### config.mk
export PLATFORM = sky130hd
export DESIGN_NAME = i2c_slave_sequencer
export DESIGN_NICKNAME = d
export VERILOG_FILES = /design/src/rtl/i2c_slave_pkg.sv /design/src/rtl/i2c_bus_cond_detect.sv /design/src/rtl/i2c_slave_sequencer.sv
export SDC_FILE = /design/constraint.sdc
export NUM_CORES = 1
export LEC_CHECK = 0
export CAP_MARGIN = 25
export CORE_MARGIN = 4
export CORE_UTILIZATION = 40
export DETAILED_ROUTE_END_ITERATION = 16
export MAX_ROUTING_LAYER = met4
export PLACE_DENSITY = 0.6
export SETUP_SLACK_MARGIN = 0.05
export SYNTH_ARGS = -nofsm -noshare
export SYNTH_HDL_FRONTEND = slang
export SYNTH_SLANG_ARGS = --single-unit
### constraint.sdc
create_clock -name FPGA_clk -period 3.7 [get_ports FPGA_clk]
set_input_delay 0.555 -clock FPGA_clk [delete_from_list [all_inputs] [get_ports FPGA_clk]]
set_output_delay 0.555 -clock FPGA_clk [all_outputs]
set_load 0.02 [all_outputs]
### src/rtl/i2c_slave_pkg.sv
// Shared I2C slave types: sequencer state encoding and bus field widths.
// Used by the sequencer, the data-in datapath and the future data-out block.
// Contents: seq_state_t, I2C_ADDR_W, I2C_BYTE_W.
package i2c_slave_pkg;

  localparam int I2C_ADDR_W = 7;
  localparam int I2C_BYTE_W = 8;

  typedef enum logic [2:0] {
    IDLE,
    ADDR,
    ADDR_ACK,
    DATA,
    WAIT_STOP
  } seq_state_t;

endpackage

### src/rtl/i2c_bus_cond_detect.sv
// I2C bus condition decode: START, STOP and SCL edges from current/previous samples.
// Latency: purely combinational, no backpressure.
// Ports: SCL, SCL_prev, SDA, SDA_prev in; start, stop, scl_rise, scl_fall out.
module i2c_bus_cond_detect (
  input  logic SCL,
  input  logic SCL_prev,
  input  logic SDA,
  input  logic SDA_prev,
  output logic start,
  output logic stop,
  output logic scl_rise,
  output logic scl_fall
);

  assign scl_rise = SCL & ~SCL_prev;
  assign scl_fall = ~SCL & SCL_prev;
  // SDA may only change with SCL low, so an SDA edge while SCL stays high
  // is a bus condition; the two SDA directions cannot coincide.
  assign start    = SCL & SCL_prev & SDA_prev & ~SDA;
  assign stop     = SCL & SCL_prev & ~SDA_prev & SDA;

endmodule

### src/rtl/i2c_slave_sequencer.sv
// I2C slave transaction sequencer: address decode/ACK, datapath handoff, hang watchdog.
// Latency: every output is registered, 1 FPGA_clk after the sampled bus condition.
// Backpressure: none; DATA waits on data_done. Ports: FPGA_clk, rst, SCL/SDA (+_prev),
//   data_done in; data_enable, data_rst, SDA_down, addr_match, busy, timeout out.
module i2c_slave_sequencer
  import i2c_slave_pkg::*;
#(
  parameter logic [I2C_ADDR_W-1:0] SLAVE_ADDR     = 7'h42,
  parameter int                    NUM_BYTES      = 6,
  parameter int                    TIMEOUT_CYCLES = 2_000_000
) (
  input  logic FPGA_clk,
  input  logic rst,
  input  logic SCL,
  input  logic SCL_prev,
  input  logic SDA,
  input  logic SDA_prev,
  input  logic data_done,
  output logic data_enable,
  output logic data_rst,
  output logic SDA_down,
  output logic addr_match,
  output logic busy,
  output logic timeout
);

  localparam int WD_W = $clog2(TIMEOUT_CYCLES + 1);

  // The byte count belongs to the datapath; reject a meaningless value early.
  if (NUM_BYTES < 1) begin : g_num_bytes_invalid
    $error("i2c_slave_sequencer: NUM_BYTES must be at least 1");
  end

  seq_state_t            state, state_nxt;
  logic                  start, stop, scl_rise, scl_fall;
  logic [I2C_BYTE_W-1:0] shift_reg;
  logic [2:0]            bit_cnt;
  logic                  addr_done;
  logic [WD_W-1:0]       wd_cnt;
  logic                  wd_expired;
  logic                  data_rst_nxt, addr_match_nxt, timeout_nxt;

  i2c_bus_cond_detect u_cond (
    .SCL      (SCL),
    .SCL_prev (SCL_prev),
    .SDA      (SDA),
    .SDA_prev (SDA_prev),
    .start    (start),
    .stop     (stop),
    .scl_rise (scl_rise),
    .scl_fall (scl_fall)
  );

  // An SCL edge in the same cycle clears the count, so it also vetoes expiry.
  assign wd_expired = (state != IDLE) && !scl_rise && !scl_fall &&
                      (wd_cnt == WD_W'(TIMEOUT_CYCLES - 1));

  always_comb begin
    state_nxt      = state;
    data_rst_nxt   = 1'b0;
    addr_match_nxt = 1'b0;
    timeout_nxt    = 1'b0;
    if (start) begin
      state_nxt    = ADDR;
      data_rst_nxt = 1'b1;
    end else if (stop) begin
      state_nxt = IDLE;
    end else if (wd_expired) begin
      state_nxt   = IDLE;
      timeout_nxt = 1'b1;
    end else begin
      case (state)
        IDLE: state_nxt = IDLE;
        ADDR: begin
          // Decide on the falling edge after bit 8 so SDA_down is driven
          // while SCL is low, ahead of the ACK clock.
          if (scl_fall && addr_done) begin
            if ((shift_reg[I2C_BYTE_W-1:1] == SLAVE_ADDR) && !shift_reg[0]) begin
              state_nxt      = ADDR_ACK;
              addr_match_nxt = 1'b1;
            end else begin
              state_nxt = WAIT_STOP;
            end
          end
        end
        ADDR_ACK:  if (scl_fall) state_nxt = DATA;
        DATA:      if (data_done) state_nxt = WAIT_STOP;
        WAIT_STOP: state_nxt = WAIT_STOP;
        default:   state_nxt = IDLE;
      endcase
    end
  end

  // State register; the level outputs are decoded from the next state so
  // they line up with the state they describe.
  always_ff @(posedge FPGA_clk) begin
    if (rst) begin
      state       <= IDLE;
      data_enable <= 1'b0;
      data_rst    <= 1'b0;
      SDA_down    <= 1'b0;
      addr_match  <= 1'b0;
      busy        <= 1'b0;
      timeout     <= 1'b0;
    end else begin
      state       <= state_nxt;
      data_enable <= (state_nxt == DATA);
      SDA_down    <= (state_nxt == ADDR_ACK);
      busy        <= (state_nxt != IDLE);
      data_rst    <= data_rst_nxt;
      addr_match  <= addr_match_nxt;
      timeout     <= timeout_nxt;
    end
  end

  // Address shifter: MSB first on SCL rise; a (repeated) START restarts it.
  always_ff @(posedge FPGA_clk) begin
    if (rst || start) begin
      shift_reg <= '0;
      bit_cnt   <= '0;
      addr_done <= 1'b0;
    end else if ((state == ADDR) && scl_rise) begin
      shift_reg <= {shift_reg[I2C_BYTE_W-2:0], SDA};
      bit_cnt   <= bit_cnt + 3'd1;
      if (bit_cnt == 3'd7) addr_done <= 1'b1;
    end
  end

  // Bus-hang watchdog. It restarts at its expiry point even if a START/STOP
  // wins that cycle, so it never needs to saturate.
  always_ff @(posedge FPGA_clk) begin
    if (rst || (state == IDLE) || scl_rise || scl_fall || wd_expired) begin
      wd_cnt <= '0;
    end else begin
      wd_cnt <= wd_cnt + WD_W'(1);
    end
  end

endmodule

**Cell outlines without signal wires**

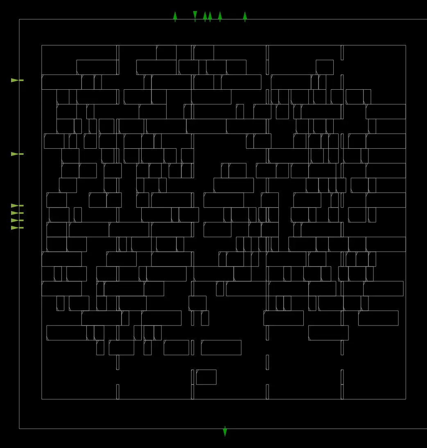
tap cell count: 52
Flops: 42
final core occ: 47.9%
core box area: 4380 µm²
std cell rows: 24

**Cell classes on the final placement**

Fill, decap, tap and diode cells in gray.
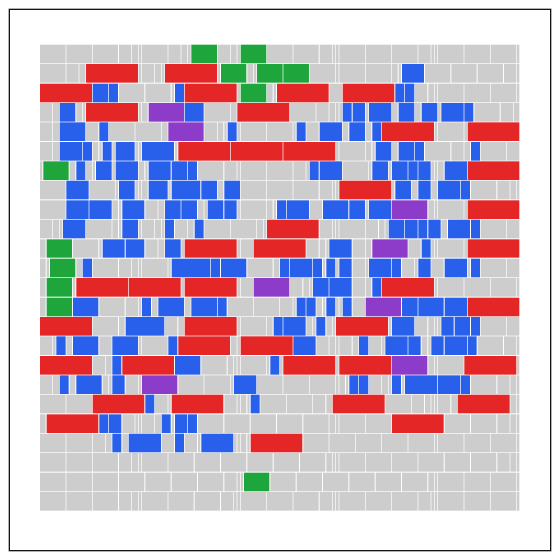
Key: green = other buffers and delay cells [cells 12, share of their area 5.9%]; red = flops [cells 42, share of their area 41%]; blue = all other logic [cells 153, share of their area 47%]; purple = clock drivers and dummy loads [cells 8, share of their area 5.4%]

**Power grid**

Scale bar: 20 µm. Pins as bars on the die edge. Tap cells in gray.
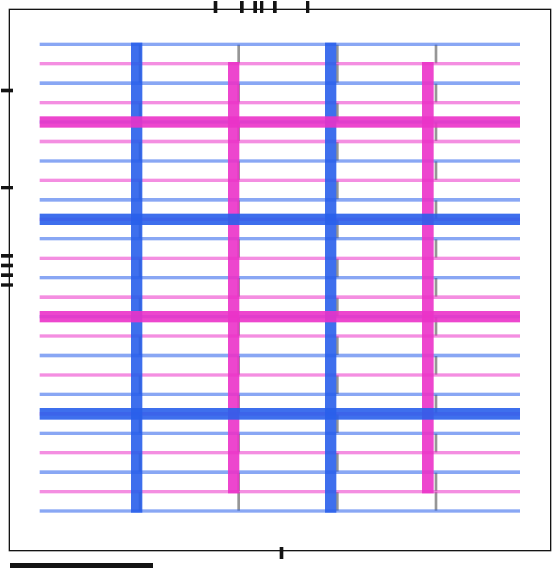
Key: magenta = VDD; blue = VSS
13 signal pins sit on the boundary. The core has 24 rows. 4 straps on met4. 4 straps on met5. 52 tap cells.

==> impl_metrics.yaml <==
# generated from flow reports
logic_synthesis:
  netlist_instances: 199
  async_flop_share_pct: 0
  ys_seq_share_pct: 46.1
  most_common_cell: "dfxtp_1"
  synthTopCellsByCount: "dfxtp_1, nor2_1, nand2_1, xnor2_1"
  ys_cells: 199
  mux_area_share_pct: 4.39
  synth-seq-cells: 42
  edf_count: 0
  ys_types: 38
  topCellsByArea: "dfxtp_1, nor2_1, xnor2_1"
  fp_nets: 209
  ys_sh_adder_pct: 2.06
  synthXorXnorAreaFrac_pct: 11.1
  top_area_share_pct: 46.1
  largest_area_cell: "dfxtp_1"
  syn_area_um2: 1820
  synthTopLogicFamily: "simple AND/OR/NAND/NOR gates"
  yosysWarnings: 0
  ys_area_um2: 1820
  simple_gate_share_pct: 29.8
  aoi_share_pct: 4.32
  flop_cell: "dfxtp_1"
routing:
  vias_per_cell: 5.01
  drt-total-wl_um: 3150
  ant_nets: 0
  drc: 0
  first_iter_violations: 60
  met3_wirelength_um: 94
  dr_wl_met2_um: 1420
  top_layer: "met4"
  drtPass1Iterations: 4
  via_count: 1338
  routedLengthMet1_um: 1580
  wl_per_cell_um: 11.8
clocking:
  cts_buffers: 5
  ctsResizeCount: 0
  clock_sinks: 42
  clk_pin_slew_ps: 80
  htree_levels: 2
  clockBufferDepth: 2
  cts_tree: "done"
  clkLatencyLatePin_ps: 290
  cts_hold_buffers: 0
  post_cts_buffers: 0
flow_run:
  warnings: 26
  drv_cap: 0
setup_path:
  crit_type: "in2reg"
  crit_start: "SCL"
  critical-path-top-delay-family: "simple AND/OR/NAND/NOR gates"
  r2r_setup_slack_ps: 1580
  crit_end: "wd_cnt[18]"
  endpoint_kind: "flip-flop"
  worst-path-stages: 6
  path_cells: "clkdlybuf4s50_1 > xnor2_1 > o31ai_1 > nor3_1 > or3_1 > nor2_1"
  r2r-end: "wd_cnt[18]"
  cp_num_buf_inv: 1
  cp_slowest_cell: "or3_1"
  r2r_cells: 5
  reg2reg_from: "wd_cnt[0]"
  critPathRequiredTime_ps: 3850
  cp.arrival_ps: 2490
  cp-start-kind: "primary input"
power:
  p_clk_share_pct: 41.3
  swShare_pct: 19.5
  comb_power_uw: 22.0
  p_per_area_nw_per_um2: 386
  switchingPower_uw: 158
  peakVddDrop_mv: 0.236
  p_leak_uw: 0.000762
  combinationalPowerShare_pct: 2.7
  powerSeq_uw: 453
  internal_power_uw: 651
  maxPowerGroup: "sequential cells"
  power_uw: 810
  clock_power_uw: 335
layout:
  fin_area_um2: 2100
  num-multi-input-gates: 147
  drive_gt1_share_pct: 6.98
  seq_area_share_pct: 40.0
  antenna_cells: 0
  clkCellAreaFrac_pct: 5.24
  syn2layout_area_growth_pct: 15.2
  seqCellArea_um2: 841
  n_all_buffers: 12
  buf_share_pct: 5.72
  inverters: 6
  largestClassByArea: "logic gates"
  fillCellCount: 436
  lay_top_count: "dfxtp_1"
  fin_nets: 224
  fin_cells: 267
  largest_reg_flops: 21
  nClkBuffers: 8
  comb-cell-share_pct: 44.8
global_route:
  busiest_layer: "met2"
  antenna_found_initial: 0
  grt-ovfl-total: 0
  grtUsageMet1_pct: 15.8
  grt_pass1_wl_um: 5470
  grt_max_degree: 22
  gr-usage-met3_pct: 3.56
  met2_usage_pct: 19.6
timing:
  min_period_ps: 2340
  finalClockPeriodUsage_pct: 63.3
  hold_violations: 0
  fmax_ghz: 0.427
  skew_ps: 3.74
  maxSlewHeadroom_pct: 55.4
  rsz0062_at_grt: "no"
  finalSetupTns_ps: 0
  slew_violations: 0
  tightest_slew_ps: 668
  setup_slack_ps: 1360
  setup_viol: 0
  holdWs_ps: 462
die:
  fp.dieH_um: 75.5
  fp.dieW_um: 75.5
  chipArea_um2: 5700
  io_pins: 13
placed_design:
  place_ws_ps: 1010
  place.port_buffers: 12
  place_inst: 259
  gp_congestion: 0.800
  post_dp_cell_area_um2: 1990
  dpl.hpwl_um: 2260
worst_hold_path:
  hold_start: "bit_cnt[1]"
  holdPathEnd: "bit_cnt[1]"
  holdCritPathClass: "reg2reg"
status:
  outcome: "finished, final reports clean"
Power and IR drop assume default switching activity.
